<file path="config.mk">
export PLATFORM = sky130hd
export DESIGN_NAME = led_frame_reader
export DESIGN_NICKNAME = d
export VERILOG_FILES = /design/src/rtl/led_pkg.sv /design/src/rtl/led_dwell_timer.sv /design/src/rtl/led_frame_reader.sv
export SDC_FILE = /design/constraint.sdc
export NUM_CORES = 1
export LEC_CHECK = 0
export ABC_AREA = 0
export CORE_MARGIN = 2
export CORE_UTILIZATION = 30
export CTS_CLUSTER_SIZE = 25
export DETAILED_ROUTE_END_ITERATION = 6
export HOLD_SLACK_MARGIN = 0.06
export SLEW_MARGIN = 20
export SYNTH_ARGS = -nofsm -noshare
export SYNTH_HDL_FRONTEND = slang
export SYNTH_SLANG_ARGS = --single-unit
</file>
<file path="constraint.sdc">
create_clock -name clk -period 1.87 [get_ports clk]
set_input_delay 0.561 -clock clk [delete_from_list [all_inputs] [get_ports clk]]
set_output_delay 0.561 -clock clk [all_outputs]
set_load 0.02 [all_outputs]
</file>
<file path="src/rtl/led_pkg.sv">
// led_pkg: shared geometry and state encoding for the LED frame memory readers and writers.
package led_pkg;
    localparam int LED_WIDTH  = 10;
    localparam int LED_ROWS   = 4;
    localparam int LED_ADDR_W = $clog2(LED_ROWS);
    typedef enum logic [2:0] {S_IDLE, S_FETCH, S_BLANK, S_DWELL, S_DONE} led_state_e;
endpackage

</file>
<file path="src/rtl/led_dwell_timer.sv">
// led_dwell_timer: loadable down-counter; tc is high on the last cycle of a loaded interval.
module led_dwell_timer #(
    parameter int W = 10
) (
    input  logic         clk,
    input  logic         rst,
    input  logic         start,
    input  logic [W-1:0] load_val,
    output logic         tc
);
    logic [W-1:0] cnt;
    always_ff @(posedge clk) begin
        if (rst) cnt <= '0;
        else if (start) cnt <= load_val;
        else if (cnt != '0) cnt <= cnt - 1'b1;
    end
    assign tc = cnt == W'(1);
endmodule

</file>
<file path="src/rtl/led_frame_reader.sv">
// led_frame_reader: snapshots the LED frame memory each frame, then scans rows onto the matrix
// with a dark blanking gap before every row's dwell.
module led_frame_reader
    import led_pkg::*;
#(
    parameter int WIDTH  = LED_WIDTH,
    parameter int ROWS   = LED_ROWS,
    parameter int RD_LAT = 1,
    parameter int DWELL  = 1000,
    parameter int BLANK  = 8
) (
    input  logic                    clk,
    input  logic                    rst,
    input  logic                    enable,
    input  logic [WIDTH-1:0]        mem_rd_data,
    output logic [$clog2(ROWS)-1:0] addr_rd,
    output logic                    fetch_busy,
    output logic [ROWS-1:0]         led_row,
    output logic [WIDTH-1:0]        led_col,
    output logic                    frame_done
);
    localparam int AW = $clog2(ROWS);
    localparam int CW = $clog2((DWELL > BLANK ? DWELL : BLANK) + 1);
    localparam int FL = ROWS + RD_LAT;
    localparam int FW = $clog2(FL + 1);

    led_state_e       state, nxt;
    logic [AW-1:0]    row, nxt_row;
    logic [FW-1:0]    fcnt;
    logic [WIDTH-1:0] shadow [ROWS];
    logic             tc, start, fetch_end, last_row;
    logic [CW-1:0]    load_val;

    assign fetch_end  = state == S_FETCH && fcnt == FW'(FL - 1);
    assign last_row   = row == AW'(ROWS - 1);
    assign fetch_busy = state == S_FETCH;
    assign frame_done = state == S_DONE;
    assign addr_rd    = !fetch_busy ? '0 : fcnt < FW'(ROWS) ? fcnt[AW-1:0] : AW'(ROWS - 1);
    assign load_val   = nxt == S_BLANK ? CW'(BLANK) : CW'(DWELL);

    // With BLANK=0 each row goes straight to its dwell.
    always_comb begin
        nxt     = state;
        nxt_row = row;
        start   = 1'b0;
        case (state)
            S_IDLE:  nxt = enable ? S_FETCH : S_IDLE;
            S_FETCH: if (fetch_end) begin
                nxt     = BLANK == 0 ? S_DWELL : S_BLANK;
                nxt_row = '0;
                start   = 1'b1;
            end
            S_BLANK: if (tc) begin
                nxt   = S_DWELL;
                start = 1'b1;
            end
            S_DWELL: if (tc) begin
                nxt     = last_row ? S_DONE : BLANK == 0 ? S_DWELL : S_BLANK;
                nxt_row = row + 1'b1;
                start   = !last_row;
            end
            default: nxt = enable ? S_FETCH : S_IDLE;
        endcase
    end

    led_dwell_timer #(.W(CW)) u_timer (
        .clk      (clk),
        .rst      (rst),
        .start    (start),
        .load_val (load_val),
        .tc       (tc)
    );

    always_ff @(posedge clk) begin
        if (rst) begin
            state   <= S_IDLE;
            row     <= '0;
            fcnt    <= '0;
            led_row <= '0;
            led_col <= '0;
            for (int i = 0; i < ROWS; i++) shadow[i] <= '0;
        end else begin
            state   <= nxt;
            row     <= nxt_row;
            fcnt    <= fetch_busy ? fcnt + 1'b1 : '0;
            for (int i = 0; i < ROWS; i++)
                if (fetch_busy && fcnt == FW'(i + RD_LAT)) shadow[i] <= mem_rd_data;
            led_row <= nxt == S_DWELL ? ROWS'(1) << nxt_row : '0;
            led_col <= nxt == S_DWELL ? shadow[nxt_row] : '0;
        end
    end
endmodule

</file>
==> results.ini, run 1 <==
[run_status]
status=finished with violations
violations=setup timing

[route]
wl_met2_mm=3.782
m1WireLength_mm=3.694
top_layer=met4
ant_nets=0
viasPerCell=4.805

[layout]
utilization=0.4234
final_cell_mix=50 x buf_4, 40 x edfxtp_1, 36 x and2_1
regArea_um2=1848
nets=415
drive_gt1_frac=0.3266
area_delta_synth_final_pct=37.36

[floorplanning]
core_area_um2=10890
num_rows=38
chip_area_um2=12050

[final_timing]
slew_headroom=0.7529
slew_violations=0
fmax_mhz=481.0
setup_slack_ns=-0.2092
setup_violations=16
hold_viol_final=0
tightestPinTransition_ns=0.3678
min_period_ns=2.079

[global_routing]
use_met3=0.02727
grt_max_degree=13
overflow=0
antenna_found_initial=0
use_met2=0.2218
top_usage_layer=met2

[logic_synthesis]
syn_avg_cell_area_um2=10.82
synth_top_cell_by_area=edfxtp_1
synth_cell_type_count=50
topCellsByArea=edfxtp_1 36%, dfxtp_1 19%, and2_1 6.9%
common_cells=40 x edfxtp_1, 37 x and2_1, 32 x dfxtp_1, 26 x nand2_1, 25 x o21ai_0
synth-async-reset-ratio=0
fp_nets=332
yosys_area_um2=3356
yosysWarnings=0

[power_and_ir_drop]
p_per_area_nw_per_um2=868.4
power.total_w=0.004003
p_leak_nw=1.855
peakVddDrop_mv=0.3488

[clock_tree]
cts_tree=built
cts_hold_buffers=0
htreeDepth=3
cts_root_buffer=clkbuf_8
postCtsSetupBuffers=3
clk_latency_ns=0.35

[worst_setup_path]
cp_num_buf_inv=1
crit_path_cell_trace=or4_4 > or4_4 > a21oi_4 > o31ai_4 > buf_6 > and2b_2
cp_common_cell=or4_4
slowest_delay_ns=0.58
path_max_fanout=9

[job]
warnings=34

-- run 1: per-stage QoR --
step	hold slack [ns]	instances	TNS, ns	worst slack [ns]	cell area, µm²
floorplan	0.4331	310	-1.079	-0.1057	3366
global placement	0.5184	516	-9.060	-0.3487	4179
detailed placement	0.5203	516	-11.10	-0.3421	4179
CTS	0.5363	535	-2.961	-0.2269	4418
global route	0.5565	538	-3.612	-0.2523	4609
finish	0.5295	538	-2.677	-0.2092	4609
-- run 1: power breakdown --
group	switching, W	leakage, nW	internal [W]	total [W]
logic	0.000523	1.10	0.000564	0.00109
registers	0.0000671	0.674	0.00178	0.00184
clock network	0.000599	0.0790	0.000473	0.00107
-- run 1: cell type report --
class | count | area share
Tap cell | 140 | 0.03800
Sequential cell | 72 | 0.4009
Multi-Input combinational cell | 212 | 0.3431
Clock buffer | 10 | 0.02769
Timing Repair Buffer | 89 | 0.1751
Inverter | 9 | 0.007329
Clock inverter | 6 | 0.007872
-- run 1: tightest hold or removal path: stages (launching register included) --
cell	delay, ns
edfxtp_1	0.34
nand2_2	0.05
a41oi_2	0.11
-- run 1: logic make-up after synthesis --
group                    share of synthesized area
flip-flops                                  0.5488
XOR/XNOR                                   0.01827
AND/OR/NAND/NOR                             0.2289
AND-OR/OR-AND                               0.1163
buffers and inverters                      0.04474
adder cells (fa/ha/maj)                    0.03356
multiplexers                              0.009321
-- run 1: path summary, 6_finish.rpt --
path,start,to,cells after the start
min,shadow[0][7],led_col[7],2
min reg2reg,shadow[0][7],led_col[7],2
max,u_timer.cnt[4],led_row[0],6
max reg2reg,u_timer.cnt[4],led_row[0],6
-- run 1: flip-flops by register name, summed over array words and instances (netlist names) --
name and cells:
led_col 10, u_timer.cnt 10, state 3, fcnt 3, shadow 40, row 2
led_row 4
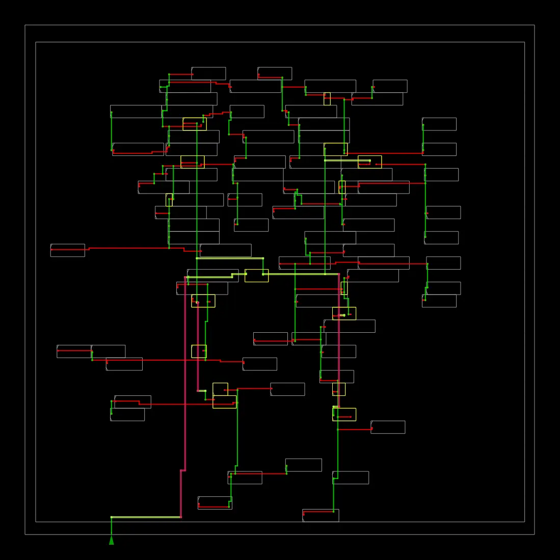
run_1/final_clocks.png
CTS Sinks: 72
Flop Count: 72
TritonCTS Buffers: 9
clk pwr: 0.00107 W

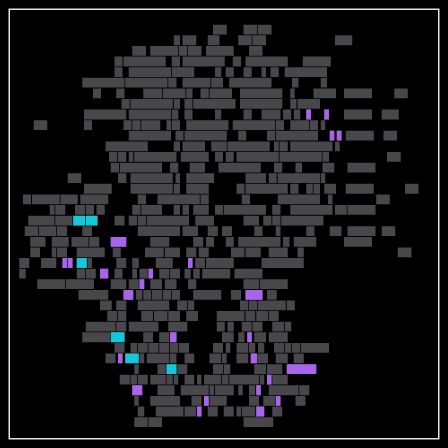
run_1/gate_families.png
| colour | family | cells |
|---|---|---|
| purple | NOR gates | 25 |
| cyan | AND-OR and OR-AND gates | 6 |

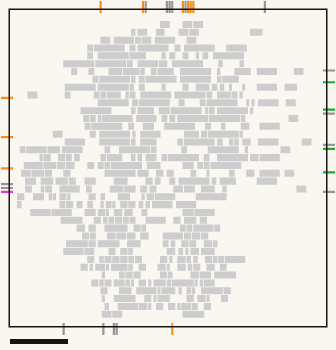
run_1/pins.png
The bar under the picture is 20 µm long. Pins as bars across the die edge, other pins in grey.
| colour | port | pins | direction | edge |
|---|---|---|---|---|
| magenta | fetch_busy | 1 | output | left |
| orange | mem_rd_data | 10 | input | 6 top, 3 left, 1 bottom |
| green | led_row | 4 | output | right |
all pins by edge: 12 top, 8 right, 6 left, 5 bottom
Buffers on Ports: 30
Die X: 109.8 µm
die height: 109.8 µm

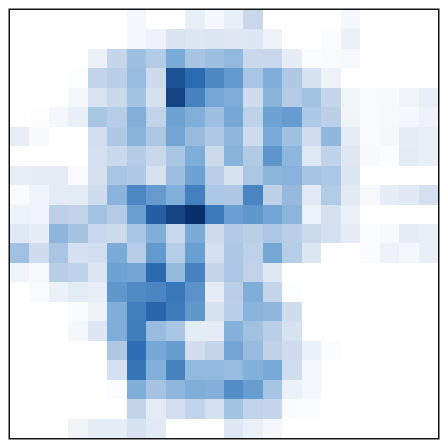
run_1/wire_density.png
22 x 22 tiles, from white (low) to dark blue (high), scaled to the fullest tile. Values are wire area over tile area, all layers added.
densest ninth of the die: middle
mean over tiles: 0.11
tiles over half the peak: 11%
emptiest ninth of the die: bottom right
fullest tile: 0.55
drt wl/cell: 15.09 µm
total track usage: 0.1401
WL final: 8.118 mm
via count: 2585

run_1/zoom.png
The bar under the picture is 5 µm long. Window x 45 to 65, y 67 to 87 µm. Cells in grey, sequential cells in the stronger grey; small squares are vias.
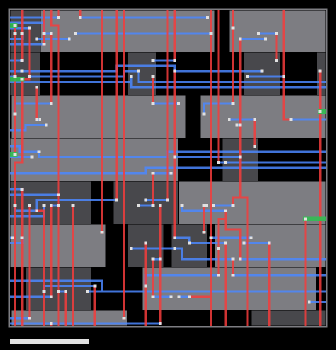

--- run 2 (diff from run 1) ---
CELL_PAD_IN_SITES_DETAIL_PLACEMENT = 1   (was default)
CELL_PAD_IN_SITES_GLOBAL_PLACEMENT = 1   (was default)
MAX_ROUTING_LAYER = met4   (was default)
PLACE_DENSITY_LB_ADDON = 0.1   (was default)
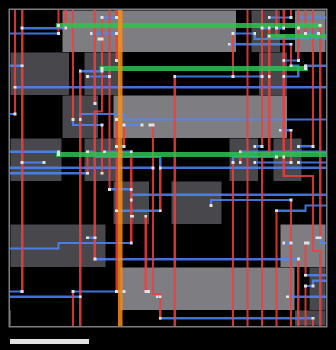
run_2/zoom.png
The bar under the picture is 5 µm long. Window x 45 to 65, y 67 to 87 µm. Cells in grey, sequential cells in the stronger grey; small squares are vias.
| colour | layer |
|---|---|
| orange | met4 |
| blue | met1 |
| red | met2 |
| green | met3 |
sequential cells in the window: 3
most frequent: o21ai_0 (4), edfxtp_1 (3)
cells with their middle in the window: 14
netlist names of flops here include: shadow (3)

==> results.ini, run 2 <==
[final_timing]
slew_violations=0
hold_viol_final=0
setup_violations=16
setup_slack_ns=-0.2265
tightestPinTransition_ns=0.3933

[layout]
nClkBuffers=10
utilization=0.4424
final_cell_mix=66 x buf_4, 40 x edfxtp_1, 35 x and2_1
buffers=108
seq_share=0.3842
reg.largest.list=shadow x40, led_col x10, u_timer.cnt x10

[power_and_ir_drop]
p_per_area_nw_per_um2=951.9
power.share.sequential=0.397

[clock_tree]
cts_root_buffer=clkbuf_8
numCtsBuffers=9

[route]
viasPerCell=4.800
ant_nets=0
drt-total-wl_mm=9.391
vias=2669

[floorplanning]
die_w_um=109.8
die_height_um=109.8

[job]
warnings=34

[hold_path]
whs_endpoint=row[1]

[worst_setup_path]
slowest_delay_ns=0.55
critical_path.endpoint=state[0]
reg2reg_to=state[0]
path_max_fanout=2
crit_path_cell_trace=or4_4 > buf_6 > o31ai_4 > a21oi_4 > buf_4 > buf_4 > buf_4 > o31a_2
r2r_cells=8

[logic_synthesis]
yosys_area_um2=3356

[run_status]
violations=setup timing
status=finished with violations

[global_routing]
grt_max_degree=14
grt_use_total=0.1723

[placed_design]
dp.cells=529

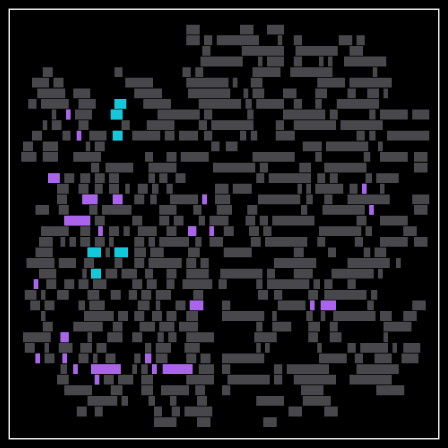
run_2/gate_families.png
Post-Layout Cell Count: 556
logic share of the area: 0.3125

==> run 2: cell counts after synthesis <==
No cell type changed its count.
==> run 2: cells by family (layout without fill, tap and decap cells) <==
kind of cell | Yosys count | count (layout) | synth area share
AOI/OAI and AO/OA | 60 | 60 | 0.1163
muxes | 3 | 3 | 0.009321
and+or+nand+nor | 132 | 132 | 0.2289
adders and majority gates | 9 | 9 | 0.03356
buffers and inverters | 27 | 133 | 0.04474
xor gates and xnor gates | 7 | 7 | 0.01827
DFF | 72 | 72 | 0.5488
==> run 2: repair_timing <==
item                                    CTS  global route
pin swaps                                11             9
buffers inserted                         14             5
resized                                  43            26
hold buffers                              0             0
endpoints found under the setup margin   46            38
==> run 2: routing by layer <==
layer,wire [µm],up-vias,share of wire,GRT usage
met5,0,-,0,-
met3,297,5,0.032,0.03734
met1,4313,1321,0.46,0.2099
met2,4722,40,0.50,0.2932
met4,57,0,0.0061,0.03797
li1,-,1303,-,-
==> run 2: critical path, delay by kind of cell (launching register included) <==
| family | cells | cell delay, ns |
|---|---|---|
| buffers and inverters | 4 | 0.51 |
| flip-flops | 1 | 0.32 |
| AND/OR/NAND/NOR | 1 | 0.55 |
| AND-OR/OR-AND | 3 | 0.62 |
==> run 2: power groups by stage <==
stage	Sequential (W)	Combinational (W)	Clock, W
after floorplan	0.00190	0.000555	0
after global placement	0.00185	0.00109	0
after detailed placement	0.00185	0.00111	0
after CTS	0.00182	0.00128	0.00144
after global routing	0.00183	0.00151	0.00150
final	0.00182	0.00136	0.00140
--- run 3 (diff from run 2) ---
HOLD_SLACK_MARGIN = default   (was 0.06)
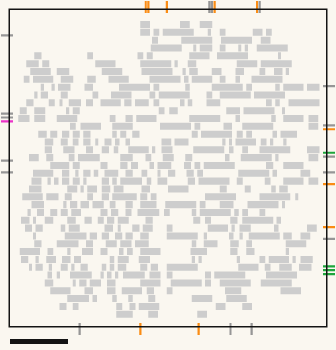
run_3/pins.png
The bar under the picture is 20 µm long. Pins as bars across the die edge, other pins in grey.

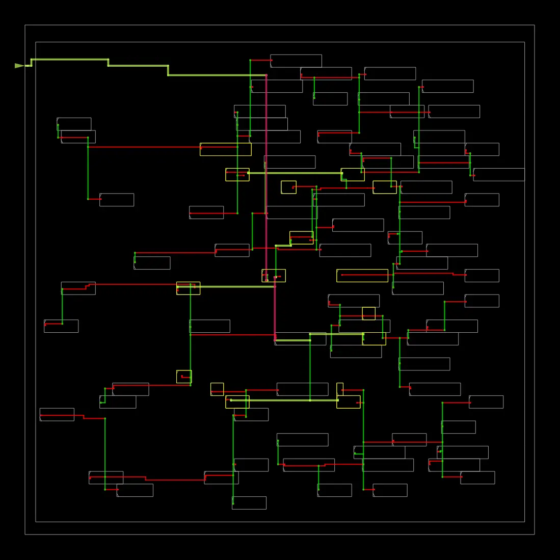
run_3/final_clocks.png
clk_buf instances: 10
clk pwr: 0.00140 W
Clock Skew: 0.01111 ns

==> results.ini, run 3 <==
[logic_synthesis]
synth-async-reset-ratio=0
syn_avg_cell_area_um2=10.82
yosys_area_um2=3356
yosysWarnings=0
synth_cell_type_count=50
synth_top_cell_by_area=edfxtp_1

[clock_tree]
cts_tree=built
cts_resized=43
htreeDepth=3
clkSinkCount=72
cts_hold_buffers=0

[placed_design]
placed_cell_area_um2=4339
dp.cells=529
dpl_worst_slack_ns=-0.2543
portBuffers=30

[route]
vias=2669
drt-total-wl_mm=9.391
viasPerCell=4.800
avgRoutedWirePerCell_um=16.89
ant_nets=0

[layout]
final-clk-cell-share=0.04571
regMostFlops=shadow
final_cell_mix=66 x buf_4, 40 x edfxtp_1, 35 x and2_1
largest_reg_flops=40
comb_area_share=0.3125
largest_cell_class=sequential cells
buf_share=0.2143
flops=72
stdcell_count=556
regArea_um2=1851
utilization=0.4424
final_cell_area_um2=4817
area_delta_synth_final_pct=43.55
seq_share=0.3842

[worst_setup_path]
reg2reg_to=state[0]
path_depth=8
r2r_cells=8
slowest_delay_ns=0.55
cp_common_cell=buf_4

[power_and_ir_drop]
p_int_w=0.003266
peakVddDrop_mv=0.5894
p_comb_frac=0.297
p_leak_nw=2.046
clockPowerShare=0.306
p_sw_frac=0.2877
power_switching_w=0.001319

[hold_path]
whs_endpoint=row[1]
hold_depth=2

[global_routing]
grt_max_degree=14
grt_use_total=0.1723
overflow=0

[floorplanning]
core_area_um2=10890
taps=140
die_w_um=109.8
num_rows=38

[final_timing]
setup_slack_ns=-0.2265
min_period_ns=2.097
holdWs_ns=0.5361
setup_violations=16
slew_headroom=0.7378

[run_status]
violations=setup timing
status=finished with violations

-- run 3: cell counts in the layout (fill, tap and decap cells not counted) --
No cell type changed its count.
-- run 3: how the worst max path moves through the flow --
stage / startpoint / to / slack (ns)
2_1_floorplan: u_timer.cnt[2] / led_col[0] / -0.11
3_3_place_gp: u_timer.cnt[9] / led_col[5] / -0.25
3_5_place_dp: u_timer.cnt[2] / led_col[7] / -0.25
4_1_cts: u_timer.cnt[9] / led_col[7] / -0.20
5_1_grt: u_timer.cnt[3] / led_col[0] / -0.30
6_report: u_timer.cnt[9] / state[0] / -0.23
-- run 3: per-stage QoR --
| step | setup TNS [ns] | total power [W] |
|---|---|---|
| floorplan | -1.079 | 0.002453 |
| global placement | -10.01 | 0.002939 |
| detailed placement | -11.02 | 0.002967 |
| CTS | -2.777 | 0.004531 |
| global route | -4.445 | 0.004838 |
| finish | -2.926 | 0.004586 |
-- run 3: cells by family (layout without fill, tap and decap cells) --
group	after synthesis	count (layout)	synth area share
AOI/OAI and AO/OA	60	60	0.1163
xor gates and xnor gates	7	7	0.01827
adders and majority gates	9	9	0.03356
buffers and inverters	27	133	0.04474
DFF	72	72	0.5488
muxes	3	3	0.009321
and+or+nand+nor	132	132	0.2289
-- run 3: power by group through the flow --
stage	sequential (W)	clock, W	combinational (W)
2_1_floorplan	0.00190	0	0.000555
3_3_place_gp	0.00185	0	0.00109
3_5_place_dp	0.00185	0	0.00111
4_1_cts	0.00182	0.00144	0.00128
5_1_grt	0.00183	0.00150	0.00151
6_report	0.00182	0.00140	0.00136
-- run 3: layer usage --
metal | vias to the layer above | track usage | routed length [µm]
met3 | 5 | 0.03734 | 297
met5 | - | - | 0
met4 | 0 | 0.03797 | 57
met1 | 1321 | 0.2099 | 4313
met2 | 40 | 0.2932 | 4722
li1 | 1303 | - | -
No activity file was given, so power comes from the tool's default toggle rates.
